## config.mk

```make
export PLATFORM = sky130hd
export DESIGN_NAME = kbd_event_ctrl
export DESIGN_NICKNAME = d
export VERILOG_FILES = /design/src/rtl/kbd_pkg.sv /design/src/rtl/kbd_evt_fifo.sv /design/src/rtl/kbd_event_ctrl.sv
export SDC_FILE = /design/constraint.sdc
export NUM_CORES = 1
export LEC_CHECK = 0
export CAP_MARGIN = 40
export CORE_MARGIN = 1
export CORE_UTILIZATION = 58
export DETAILED_ROUTE_END_ITERATION = 8
export GPL_TIMING_DRIVEN = 0
export PLACE_DENSITY = 0.78
export SYNTH_ARGS = -nofsm -noshare
export SYNTH_HDL_FRONTEND = slang
export SYNTH_SLANG_ARGS = --single-unit
```

## constraint.sdc

```tcl
create_clock -name clk -period 7.6 [get_ports clk]
set_input_delay 1.9 -clock clk [delete_from_list [all_inputs] [get_ports clk]]
set_output_delay 1.9 -clock clk [all_outputs]
set_load 0.01 [all_outputs]
```

## src/rtl/kbd_pkg.sv

```systemverilog
// kbd_pkg: shared types and constants for the keyboard event controller.
//   kbd_state_e  - controller FSM states
//   BYTE_E0/F0/E1 - PS/2 set-2 prefix bytes (extended, break, pause)
//   E1_SKIP_LEN  - bytes that follow E1 in the pause sequence
//   kbd_event_t  - packed event {ext, rel, code}
package kbd_pkg;

  typedef enum logic [1:0] {
    ST_IDLE,
    ST_ACK,
    ST_PARSE,
    ST_SKIP
  } kbd_state_e;

  localparam logic [7:0] BYTE_E0     = 8'hE0;
  localparam logic [7:0] BYTE_F0     = 8'hF0;
  localparam logic [7:0] BYTE_E1     = 8'hE1;
  localparam logic [2:0] E1_SKIP_LEN = 3'd7;

  typedef struct packed {
    logic       ext;
    logic       rel;
    logic [7:0] code;
  } kbd_event_t;

endpackage

```

## src/rtl/kbd_evt_fifo.sv

```systemverilog
// kbd_evt_fifo: event FIFO with a registered head word.
//   clk, reset        - clock, synchronous active-high reset
//   push, push_data   - write request and event (accepted when not full, or
//                       when full and a pop happens in the same cycle)
//   pop               - read request (ignored while empty)
//   full, empty       - occupancy flags
//   count             - entries held (0..DEPTH)
//   head              - registered head entry, zero while empty
module kbd_evt_fifo
  import kbd_pkg::*;
#(
  parameter int unsigned DEPTH = 8
) (
  input  logic       clk,
  input  logic       reset,
  input  logic       push,
  input  kbd_event_t push_data,
  input  logic       pop,
  output logic       full,
  output logic       empty,
  output logic [4:0] count,
  output kbd_event_t head
);

  localparam int unsigned AW = (DEPTH > 1) ? $clog2(DEPTH) : 1;

  kbd_event_t    mem [DEPTH];
  logic [AW-1:0] wr_ptr_q, wr_ptr_d;
  logic [AW-1:0] rd_ptr_q, rd_ptr_d;
  logic [4:0]    count_q, count_d;
  kbd_event_t    head_q, head_d;
  logic          do_push, do_pop;

  assign full    = (count_q == 5'(DEPTH));
  assign empty   = (count_q == '0);
  assign do_pop  = pop && !empty;
  assign do_push = push && (!full || do_pop);

  always_comb begin
    wr_ptr_d = wr_ptr_q + (do_push ? AW'(1) : '0);
    rd_ptr_d = rd_ptr_q + (do_pop ? AW'(1) : '0);
    count_d  = count_q + 5'(do_push) - 5'(do_pop);
    head_d   = head_q;
    // Head is kept as a register; the next head comes either from the
    // array slot after the current one or straight from the incoming write
    // when that write lands in the slot about to become the head.
    if (count_d == '0) begin
      head_d = '0;
    end else if (do_pop) begin
      head_d = (count_q == 5'd1) ? push_data : mem[rd_ptr_q + AW'(1)];
    end else if (do_push && empty) begin
      head_d = push_data;
    end
  end

  always_ff @(posedge clk) begin
    if (do_push) begin
      mem[wr_ptr_q] <= push_data;
    end
  end

  always_ff @(posedge clk) begin
    if (reset) begin
      wr_ptr_q <= '0;
      rd_ptr_q <= '0;
      count_q  <= '0;
      head_q   <= '0;
    end else begin
      wr_ptr_q <= wr_ptr_d;
      rd_ptr_q <= rd_ptr_d;
      count_q  <= count_d;
      head_q   <= head_d;
    end
  end

  assign count = count_q;
  assign head  = head_q;

endmodule

```

## src/rtl/kbd_event_ctrl.sv

```systemverilog
// kbd_event_ctrl: turns the PS/2 scan-code byte stream into key events.
//   clk, reset          - clock, synchronous active-high reset
//   en, keydata, ready  - byte fetch enable, receiver head byte, receiver non-empty
//   overflow            - receiver overflow; flushes parser state
//   nextdata_n          - active-low receiver pop strobe
//   ps2_clr             - one-cycle receiver reset request
//   evt_valid/evt_ready - event FIFO handshake, evt_key is the head event
//   evt_count           - events buffered
//   drop, clr_drop      - sticky lost-event flag and its clear
module kbd_event_ctrl
  import kbd_pkg::*;
#(
  parameter int unsigned DEPTH         = 8,
  parameter int unsigned REPEAT_FILTER = 1
) (
  input  logic       clk,
  input  logic       reset,
  input  logic       en,
  input  logic [7:0] keydata,
  input  logic       ready,
  input  logic       overflow,
  output logic       nextdata_n,
  output logic       ps2_clr,
  output logic       evt_valid,
  input  logic       evt_ready,
  output logic [9:0] evt_key,
  output logic [4:0] evt_count,
  output logic       drop,
  input  logic       clr_drop
);

  kbd_state_e state_q, state_d;
  logic [7:0] byte_q, byte_d;
  logic       ext_q, ext_d;
  logic       rel_q, rel_d;
  logic [2:0] skip_q, skip_d;
  logic       nextdata_n_q, nextdata_n_d;
  logic       ps2_clr_q, ps2_clr_d;
  logic       drop_q, drop_d;
  logic       last_vld_q, last_vld_d;
  logic [8:0] last_make_q, last_make_d;

  logic       fetch;
  logic       evt_push;
  kbd_event_t evt_in;
  logic       fifo_full, fifo_empty, fifo_pop;
  kbd_event_t fifo_head;

  assign fetch    = en && ready;
  assign fifo_pop = evt_ready && !fifo_empty;

  always_comb begin
    state_d      = state_q;
    byte_d       = byte_q;
    ext_d        = ext_q;
    rel_d        = rel_q;
    skip_d       = skip_q;
    nextdata_n_d = 1'b1;
    ps2_clr_d    = overflow;
    last_vld_d   = last_vld_q;
    last_make_d  = last_make_q;
    evt_push     = 1'b0;
    evt_in       = '0;

    if (overflow) begin
      state_d = ST_IDLE;
      ext_d   = 1'b0;
      rel_d   = 1'b0;
      skip_d  = '0;
    end else begin
      unique case (state_q)
        ST_IDLE: begin
          if (fetch) begin
            byte_d       = keydata;
            nextdata_n_d = 1'b0;
            state_d      = ST_ACK;
          end
        end
        ST_ACK: begin
          state_d = ST_PARSE;
        end
        ST_PARSE: begin
          state_d = ST_IDLE;
          if (byte_q == BYTE_E0) begin
            ext_d = 1'b1;
          end else if (byte_q == BYTE_F0) begin
            rel_d = 1'b1;
          end else begin
            ext_d = 1'b0;
            rel_d = 1'b0;
            if (byte_q == BYTE_E1) begin
              skip_d  = E1_SKIP_LEN;
              state_d = ST_SKIP;
            end else begin
              evt_in.ext  = ext_q;
              evt_in.rel  = rel_q;
              evt_in.code = byte_q;
              if (rel_q) begin
                evt_push = 1'b1;
                if (last_vld_q && (last_make_q == {ext_q, byte_q})) begin
                  last_vld_d  = 1'b0;
                  last_make_d = '0;
                end
              end else if (!((REPEAT_FILTER != 0) && last_vld_q &&
                             (last_make_q == {ext_q, byte_q}))) begin
                evt_push    = 1'b1;
                last_vld_d  = 1'b1;
                last_make_d = {ext_q, byte_q};
              end
            end
          end
        end
        ST_SKIP: begin
          // The registered strobe doubles as the ack phase of a skipped
          // byte, so SKIP alternates fetch/ack without extra states.
          if (!nextdata_n_q) begin
            if (skip_q == '0) state_d = ST_IDLE;
          end else if (skip_q == '0) begin
            state_d = ST_IDLE;
          end else if (fetch) begin
            nextdata_n_d = 1'b0;
            skip_d       = skip_q - 3'd1;
          end
        end
        default: state_d = ST_IDLE;
      endcase
    end

    if (evt_push && fifo_full && !fifo_pop) begin
      drop_d = 1'b1;
    end else if (clr_drop) begin
      drop_d = 1'b0;
    end else begin
      drop_d = drop_q;
    end
  end

  always_ff @(posedge clk) begin
    if (reset) begin
      state_q      <= ST_IDLE;
      byte_q       <= '0;
      ext_q        <= 1'b0;
      rel_q        <= 1'b0;
      skip_q       <= '0;
      nextdata_n_q <= 1'b1;
      ps2_clr_q    <= 1'b0;
      drop_q       <= 1'b0;
      last_vld_q   <= 1'b0;
      last_make_q  <= '0;
    end else begin
      state_q      <= state_d;
      byte_q       <= byte_d;
      ext_q        <= ext_d;
      rel_q        <= rel_d;
      skip_q       <= skip_d;
      nextdata_n_q <= nextdata_n_d;
      ps2_clr_q    <= ps2_clr_d;
      drop_q       <= drop_d;
      last_vld_q   <= last_vld_d;
      last_make_q  <= last_make_d;
    end
  end

  kbd_evt_fifo #(.DEPTH(DEPTH)) u_fifo (
    .clk       (clk),
    .reset     (reset),
    .push      (evt_push),
    .push_data (evt_in),
    .pop       (fifo_pop),
    .full      (fifo_full),
    .empty     (fifo_empty),
    .count     (evt_count),
    .head      (fifo_head)
  );

  assign nextdata_n = nextdata_n_q;
  assign ps2_clr    = ps2_clr_q;
  assign evt_valid  = !fifo_empty;
  assign evt_key    = fifo_head;
  assign drop       = drop_q;

endmodule

```

Figure 1. Zoomed window.
Region (66, 66) to (86, 86) microns. Cells in gray, sequential cells in the stronger gray; small squares are vias.
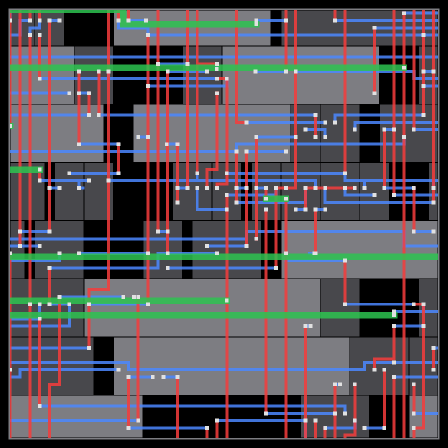
blue -> metal 1
green -> metal 3
red -> metal 2
cells with their middle in the window = 32
sequential cells in the window = 8
netlist names of flops here include = `last_make_q` (3), `u_fifo.mem` (3)
most frequent = nand2_1 (5), dfxtp_1 (5)

Figure 2. The clock network.
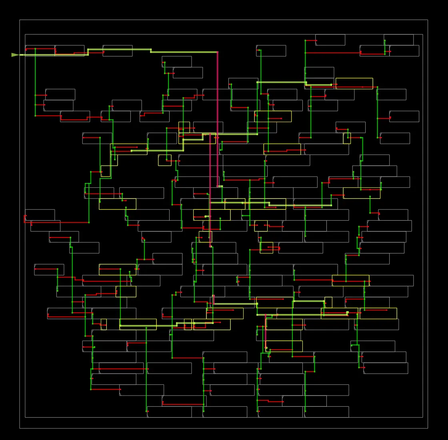
Clk power: 0.768 mW
worst clock skew on the final layout: 0.00937 ns
Worst-Skew Late Latency: 0.52 ns
FFs & Latches: 129
CTS buffer count: 17

Figure 3. I/O nets highlighted.
(4 px per micron)
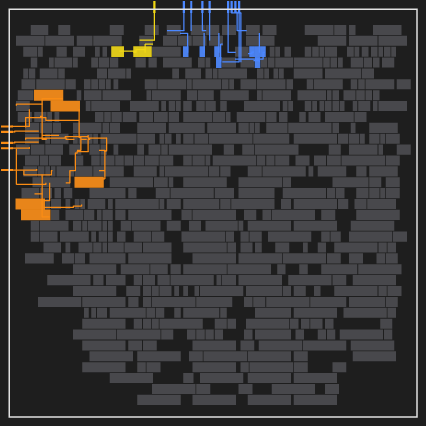
yellow -> `en`  # direction input, end cells 3, buffers 1, wire 22.4 microns
orange -> `evt_count`  # direction output, end cells 5, buffers 5, wire 201 microns
blue -> `keydata`  # direction input, end cells 8, buffers 8, wire 117 microns

Figure 4. Metal layers overlaid.
(6 px per micron) Two of the layers only.
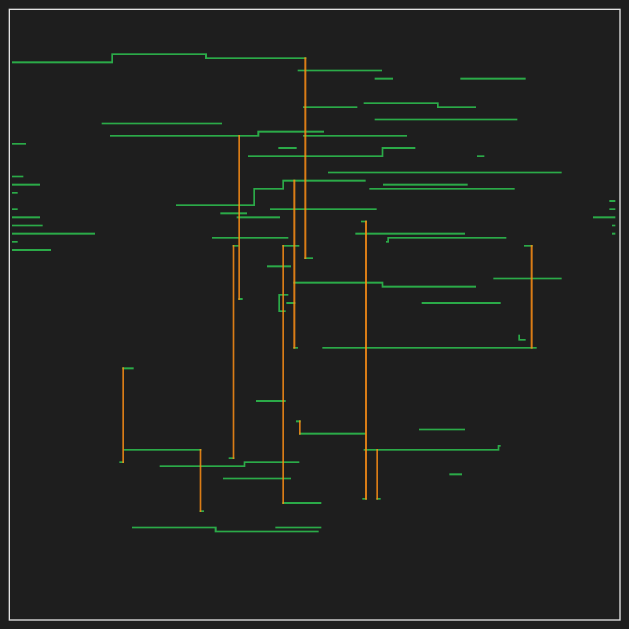
green -> metal 3  # wire length 722 microns
orange -> metal 4  # wire length 266 microns
WL final: 12800 microns
total number of vias: 3988
routed len/inst: 19.0 microns
total global routing track utilization: 0.271

==> flow.log <==
[flow] summary of implementation run
[metrics] critical-path maximum fanout: 10
[metrics] Crit path required time: 8.01 ns
[metrics] Finished Core Util: 0.730
[metrics] R2R setup slack: 3.22 ns
[metrics] path class of the lowest-slack min-delay path: flip-flop to flip-flop
[metrics] IO Port Bufs: 32
[metrics] RSZ-0062 raised after global routing: no
[metrics] count of buffering cells on the critical path with inverters included: 2
[metrics] clock slew seen by the registers of the worst setup and hold paths: 0.06 ns
[metrics] cell family with the largest share of critical-path delay: simple AND/OR/NAND/NOR gates
[metrics] static leakage power: 2.61 nW
[metrics] antenna cells: 0
[metrics] cell internal pwr: 1.55 mW
[metrics] sw frac: 0.306
[metrics] first-pass GRT wire length: 20200 microns
[metrics] Top area cell types: edfxtp_1 42%, dfxtp_1 17%, mux2i_1 4.9%
[metrics] arrival time reported for the critical path endpoint: 5.98 ns
[metrics] logic depth of the worst path, buffers included: 12
[metrics] warning total across the stage logs: 31
[metrics] main logic family after synthesis: simple AND/OR/NAND/NOR gates
[metrics] via count of the first global-routing pass: 3907
[metrics] area-dominant cell class after layout: flip-flops and latches
[metrics] post-layout period usage of the worst path: 0.732
[metrics] most used routing layer in global routing: met2
[metrics] slew at the pin closest to its max-slew limit: 0.935 ns
[metrics] final-report max-slew violation count: 0
[metrics] share of power burned in combinational logic: 0.291
[metrics] status: completed
[metrics] wire length on met1: 5470 microns
[metrics] pre-CTS WS: 1.68 ns
[metrics] number of warning messages in the yosys log: 0
[metrics] fraction of met1 tracks used by global routing: 0.356
[metrics] minimum clock period after layout: 5.56 ns
[metrics] final hold violation count: 0
[metrics] Hold Worst Slack: 0.466 ns
[metrics] Setup crit start: overflow
[metrics] HPWL after DPL: 8790 microns
[metrics] max-capacitance violation count: 0
==> power by group through the flow <==
stage	logic (mW)	clock network, mW	registers, mW
after global placement	0.626	0	0.829
after CTS	0.653	0.773	0.817
after global routing	0.713	0.803	0.823
final	0.651	0.768	0.817
after detailed placement	0.642	0	0.832
after floorplan	0.428	0	0.839
==> layout by cell type, fill, tap and decap left out, drive strengths merged, types with 2 or more instances in the layout <==
cell type      instances
nor2b                 19
a2111oi               10
mux2i                 28
o211a                  5
clkinv                 7
clkdlybuf4s50         32
nand4                  2
a221oi                 7
inv                   18
nor4                   9
a21o                   2
and3                  18
nor3b                 11
clkbuf                30
nand3                 11
o21a                   3
a211o                  2
a21oi                 29
a221o                  2
ha                    18
a31oi                  4
nand4b                 2
nand3b                 2
and2                  11
nand2b                 6
xor2                   2
nand2                 37
nor2                  28
or2b                   2
nor3                   3
a211oi                 5
dfxtp                 49
or4                    2
xnor2                 16
buf                   23
edfxtp                80
==> how the worst min path moves through the flow <==
stage	start	to	slack, ns	cells past startpoint
floorplan	last_make_q[0]	last_make_q[0]	0.44	2
global route	last_make_q[0]	last_make_q[0]	0.49	2
global placement	last_make_q[7]	last_make_q[7]	0.45	2
CTS	last_make_q[7]	last_make_q[7]	0.47	2
detailed placement	last_make_q[6]	last_make_q[6]	0.46	2
finish	last_make_q[1]	last_make_q[1]	0.47	2
==> flip-flops by register name, indices dropped and copies added (netlist names) <==
signal,cells
u_fifo.head,10
rel_q,1
state_q,2
u_fifo.rd_ptr_q,3
byte_q,8
ps2_clr,1
drop,1
skip_q,3
ext_q,1
u_fifo.wr_ptr_q,3
last_make_q,9
u_fifo.mem,80
u_fifo.count,5
last_vld_q,1
nextdata_n,1
No activity file was given, so power comes from the tool's default toggle rates.
